Figure 1. Signal wires on met1.
(1 px per um) Supply wires on this layer in gray.
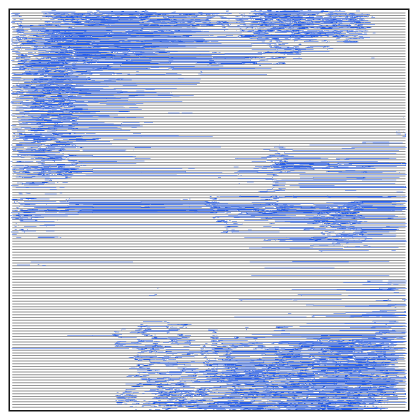
Figure 2. Metal 2.
(1 px per um) Cells faint in the background.
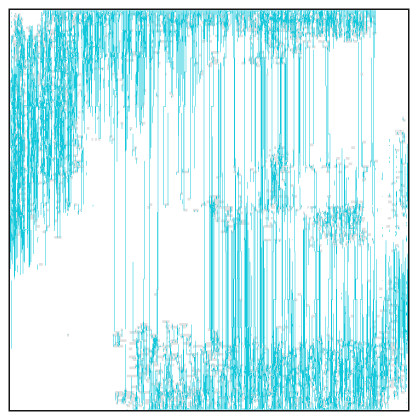
Figure 3. Met3 routing.
(1 px per um)
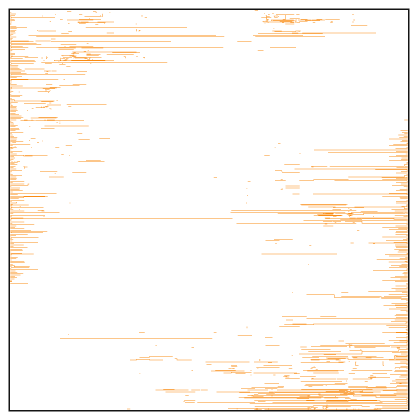
===== src/rtl/tron_frame_pkg.sv =====
// tron_frame_pkg: frame RAM geometry and writer state encoding shared by the trail writer.
package tron_frame_pkg;
    localparam int H_RES = 640;
    localparam int V_RES = 480;
    localparam int X_W = 10;
    localparam int Y_W = 9;
    typedef enum logic [1:0] {IDLE, RD, WR, CLR} state_t;
endpackage


===== src/rtl/frame_trail_writer.sv =====
// frame_trail_writer: read-modify-write pixel painter and full-frame clear for the 1bpp column RAM.
// Define TRAIL_COLLISION_EN to pulse hit_valid when a painted pixel was already set.
module frame_trail_writer #(
    parameter int H_RES  = tron_frame_pkg::H_RES,
    parameter int V_RES  = tron_frame_pkg::V_RES,
    parameter int ADDR_W = 20
) (
    input  logic                           Clk,
    input  logic                           Reset,
    input  logic                           req_valid,
    output logic                           req_ready,
    input  logic [tron_frame_pkg::X_W-1:0] req_x,
    input  logic [tron_frame_pkg::Y_W-1:0] req_y,
    input  logic                           req_id,
    input  logic                           clear_start,
    output logic                           clear_busy,
    output logic                           wr_done,
    output logic                           hit_valid,
    output logic                           hit_id,
    output logic [ADDR_W-1:0]              ram_read_address,
    input  logic [V_RES-1:0]               ram_data_in,
    output logic [ADDR_W-1:0]              ram_write_address,
    output logic [V_RES-1:0]               ram_data_out,
    output logic                           ram_we
);
    import tron_frame_pkg::*;

    state_t state, state_n;
    logic clear_pend, clr_go, hs, in_range, last, id_q;
    logic [X_W-1:0] x_q, cnt;
    logic [Y_W-1:0] y_q;
    logic [ADDR_W-1:0] wa_q;

    assign clr_go    = clear_pend | clear_start;
    assign req_ready = !Reset && state == IDLE && !clr_go;
    assign hs        = req_valid & req_ready;
    assign in_range  = 32'(req_x) < H_RES && 32'(req_y) < V_RES;
    assign last      = 32'(cnt) == H_RES - 1;

    always_comb begin
        state_n = state;
        case (state)
            IDLE:    state_n = clr_go ? CLR : (hs && in_range) ? RD : IDLE;
            RD:      state_n = WR;
            WR:      state_n = IDLE;
            CLR:     state_n = last ? IDLE : CLR;
            default: state_n = IDLE;
        endcase
    end

    assign clear_busy        = state == CLR;
    assign wr_done           = state == WR;
    assign ram_we            = state == WR || state == CLR;
    assign ram_read_address  = ADDR_W'(x_q);
    assign ram_write_address = state == WR ? ADDR_W'(x_q) : state == CLR ? ADDR_W'(cnt) : wa_q;
    assign ram_data_out      = state == WR ? ram_data_in | (V_RES'(1) << y_q) : '0;

`ifdef TRAIL_COLLISION_EN
    assign hit_valid = state == WR && ram_data_in[y_q];
    assign hit_id    = hit_valid & id_q;
`else
    assign hit_valid = 1'b0;
    assign hit_id    = 1'b0 & id_q;
`endif

    // A clear requested mid-paint waits until the paint has committed.
    always_ff @(posedge Clk) begin
        if (Reset) begin
            state      <= IDLE;
            clear_pend <= 1'b0;
            x_q        <= '0;
            y_q        <= '0;
            id_q       <= 1'b0;
            cnt        <= '0;
            wa_q       <= '0;
        end else begin
            state      <= state_n;
            clear_pend <= (state == RD || state == WR) && clr_go;
            cnt        <= (state == CLR && !last) ? cnt + 1'b1 : '0;
            if (ram_we) wa_q <= ram_write_address;
            if (hs) begin
                x_q  <= req_x;
                y_q  <= req_y;
                id_q <= req_id;
            end
        end
    end
endmodule


===== config.mk =====
export PLATFORM = sky130hd
export DESIGN_NAME = frame_trail_writer
export DESIGN_NICKNAME = d
export VERILOG_FILES = /design/src/rtl/tron_frame_pkg.sv /design/src/rtl/frame_trail_writer.sv
export SDC_FILE = /design/constraint.sdc
export NUM_CORES = 1
export LEC_CHECK = 0
export CAP_MARGIN = 20
export CORE_AREA = 2 2 396 398
export DETAILED_ROUTE_END_ITERATION = 8
export DIE_AREA = 0 0 398 400
export GPL_ROUTABILITY_DRIVEN = 1
export GPL_TIMING_DRIVEN = 0
export HOLD_SLACK_MARGIN = 0.08
export SLEW_MARGIN = 30
export SYNTH_ARGS = -nofsm -noshare
export SYNTH_HDL_FRONTEND = slang
export SYNTH_SLANG_ARGS = --single-unit

===== constraint.sdc =====
create_clock -name Clk -period 3.5 [get_ports Clk]
set_input_delay 0.525 -clock Clk [delete_from_list [all_inputs] [get_ports Clk]]
set_output_delay 0.525 -clock Clk [all_outputs]
set_load 0.1 [all_outputs]

==> out/results.txt <==
Worst Path Buf+Inv: 3
Via/cell ratio: 3.633
PwrDens: 617.6 nW/um2
Hold_buf cts: 0
Outcome: finished with violations
Post-route non-filler standard cell count: 4599
Final std cell area, no fill: 22260 um2
Root Driver: clkbuf_16
Cell Count Post-Placement: 4537
Worst-case clock buffer depth: 2
Setup Viol. Count Final: 2
Hold Path Class: reg2reg
Yosys cell types: 43
Period minus WS final: 3.506 ns
Max Cap Violations: 0
H-tree Lvls: 2
Final Max Tran Viols: 0
CTS clk-pin slew, worst paths: 0.07 ns
Clock Latency Late Sink: 0.29 ns
IO Pins: 1030
Simple share: 44.92%
PortBufs: 1016
Worst-path fanout max: 10
Setup ws final: -0.005638 ns
CP arrival: 2.98 ns
Chip area: 159200 um2
WS Path Type: reg2out
Failing checks: negative setup slack
XORs/XNORs by Area: 0.7948%
TritonCTS clock tree: done
RSZ-0062 raised after global routing: yes
Crit path max-delay family: buffers and inverters
Area grow syn2layout: 152.5%
Setup slack at placement: -1.515 ns
AO/OA Area Share: 33.38%
Initial DRT Pass Iterations: 5
Placed Area: 21990 um2
Fillers: 17930
Dominant logic cell type in the layout: clkdlybuf4s50_1
Slowest CP cell: or4_4
Worst setup SP type: flop
Max frequency: 285.3 MHz
Crit-path max cell delay: 0.68 ns
CTS Buf Count: 5
Gpl congestion: 0.9745
About Figure 1:
The longest straight run is 208 um. 2751 nets have wire on it.

About Figure 2:
The wires run mostly vertical. The layer carries 76.4 mm of wire. 2737 nets have wire on it. The layer holds 48% of the routed length. The longest straight run is 306 um.
wirelength, routed: 160800 um
met2 Use GR: 31.56%
via count: 16706

About Figure 3:
The layer carries 13800 um of wire. The longest straight run is 221 um. The wires run mostly horizontal. The layer holds 8.6% of the routed length. 701 nets have wire on it.
met3 usage: 4.831%

-- repair_timing --
action                     in CTS  in global routing
resized                      1569                174
buffers inserted               11                  1
setup endpoints to repair     498                181
pin swaps                       5                  2
-- where the power goes --
group	leakage [nW]	internal, mW	total (mW)	switching (mW)
logic	8.01	2.62	12.6	9.99
registers	0.421	0.621	0.660	0.0392
clock network	0.0660	0.260	0.482	0.222
total	8.50	3.50	13.7	10.2
-- sequential cells by signal, indices dropped and copies added (netlist names) --
name,flops
x_q,10
cnt,10
clear_pend,1
state,2
y_q,9
wa_q,20
-- cell families after synthesis --
| kind of cell | after synthesis |
|---|---|
| flops | 52 |
| mux | 10 |
| xor+xnor | 8 |
| buf+inv | 153 |
| fa+ha+maj | 5 |
| compound gates | 507 |
| simple gates | 705 |
| other cells | 1 |
-- path summary, 6_finish.rpt --
kind	from	endpoint	slack [ns]	depth (start not counted)
hold reg to reg	x_q[5]	x_q[5]	0.47	2
setup / recovery	y_q[8]	ram_data_out[139]	-0.006	7
hold / removal	x_q[5]	x_q[5]	0.47	2
setup reg to reg	cnt[0]	cnt[3]	1.53	6
-- metrics by stage --
stage	power, mW	utilization (%)
final	13.75	14.35
after global routing	13.94	14.30
after CTS	13.76	14.30
after detailed placement	13.35	14.17
after global placement	13.65	14.62
after floorplan	9.384	-
-- cells in the mapped netlist --
cell       number  share of area [%]
o21ai_0        13               0.74
nor3_1          2               0.11
and4b_1         4               0.45
nor2_1        169                7.2
nand2b_1        5               0.35
clkbuf_1      121                5.2
conb_1          1              0.043
nand4bb_1       7               0.89
ha_1            5               0.71
a21oi_1       344                 20
nand4_1         1              0.071
or4b_4          2               0.31
or2_1           4               0.28
inv_1           5               0.21
buf_2          10               0.57
nand3_1        28                1.6
or4_4           1               0.13
nor2_4         12                1.5
nor4b_1         1              0.099
mux2i_1        10                1.1
dfxtp_1        52                 12
o211a_1        11                1.2
xnor2_1         3               0.30
buf_1           4               0.17
and2_1         13               0.92
nor3_2          2               0.23
nor2b_1       347                 25
or2_2           3               0.21
o2bb2ai_1       1              0.099
or4b_1          2               0.23
and3_1         15                1.1
and3b_1         2               0.20
nor2_2         10               0.71
nand2_1        66                2.8
xor2_1          5               0.50
or3_1           1              0.071
o21a_1        136                 12
nand3b_1        4               0.34
or3b_2          2               0.20
a311oi_1        1              0.099
o31ai_1         1              0.085
buf_4          13                1.1
nor3b_2         2               0.28
-- final cells by class --
type / count / area, um2 / area share (%)
Multi-Input combinational cell: 1247 / 8527 / 38.30
Antenna cell: 45 / 112.6 / 0.5058
Buffer: 146 / 730.7 / 3.282
Clock buffer: 5 / 125.1 / 0.5620
Tap cell: 2058 / 2575 / 11.57
Clock inverter: 2 / 12.51 / 0.05620
Inverter: 5 / 18.77 / 0.08431
Sequential cell: 52 / 1041 / 4.676
Timing Repair Buffer: 1039 / 9119 / 40.96
-- per-layer routing --
layer  wire length (um)  track usage, %  up-vias
met4               6781           6.947       22
li1                   -               -     7018
met3              13820           4.831      210
met1              63670           23.20     8259
met5                150               0        -
met2              76370           31.56     1197
Power and IR drop assume default switching activity.
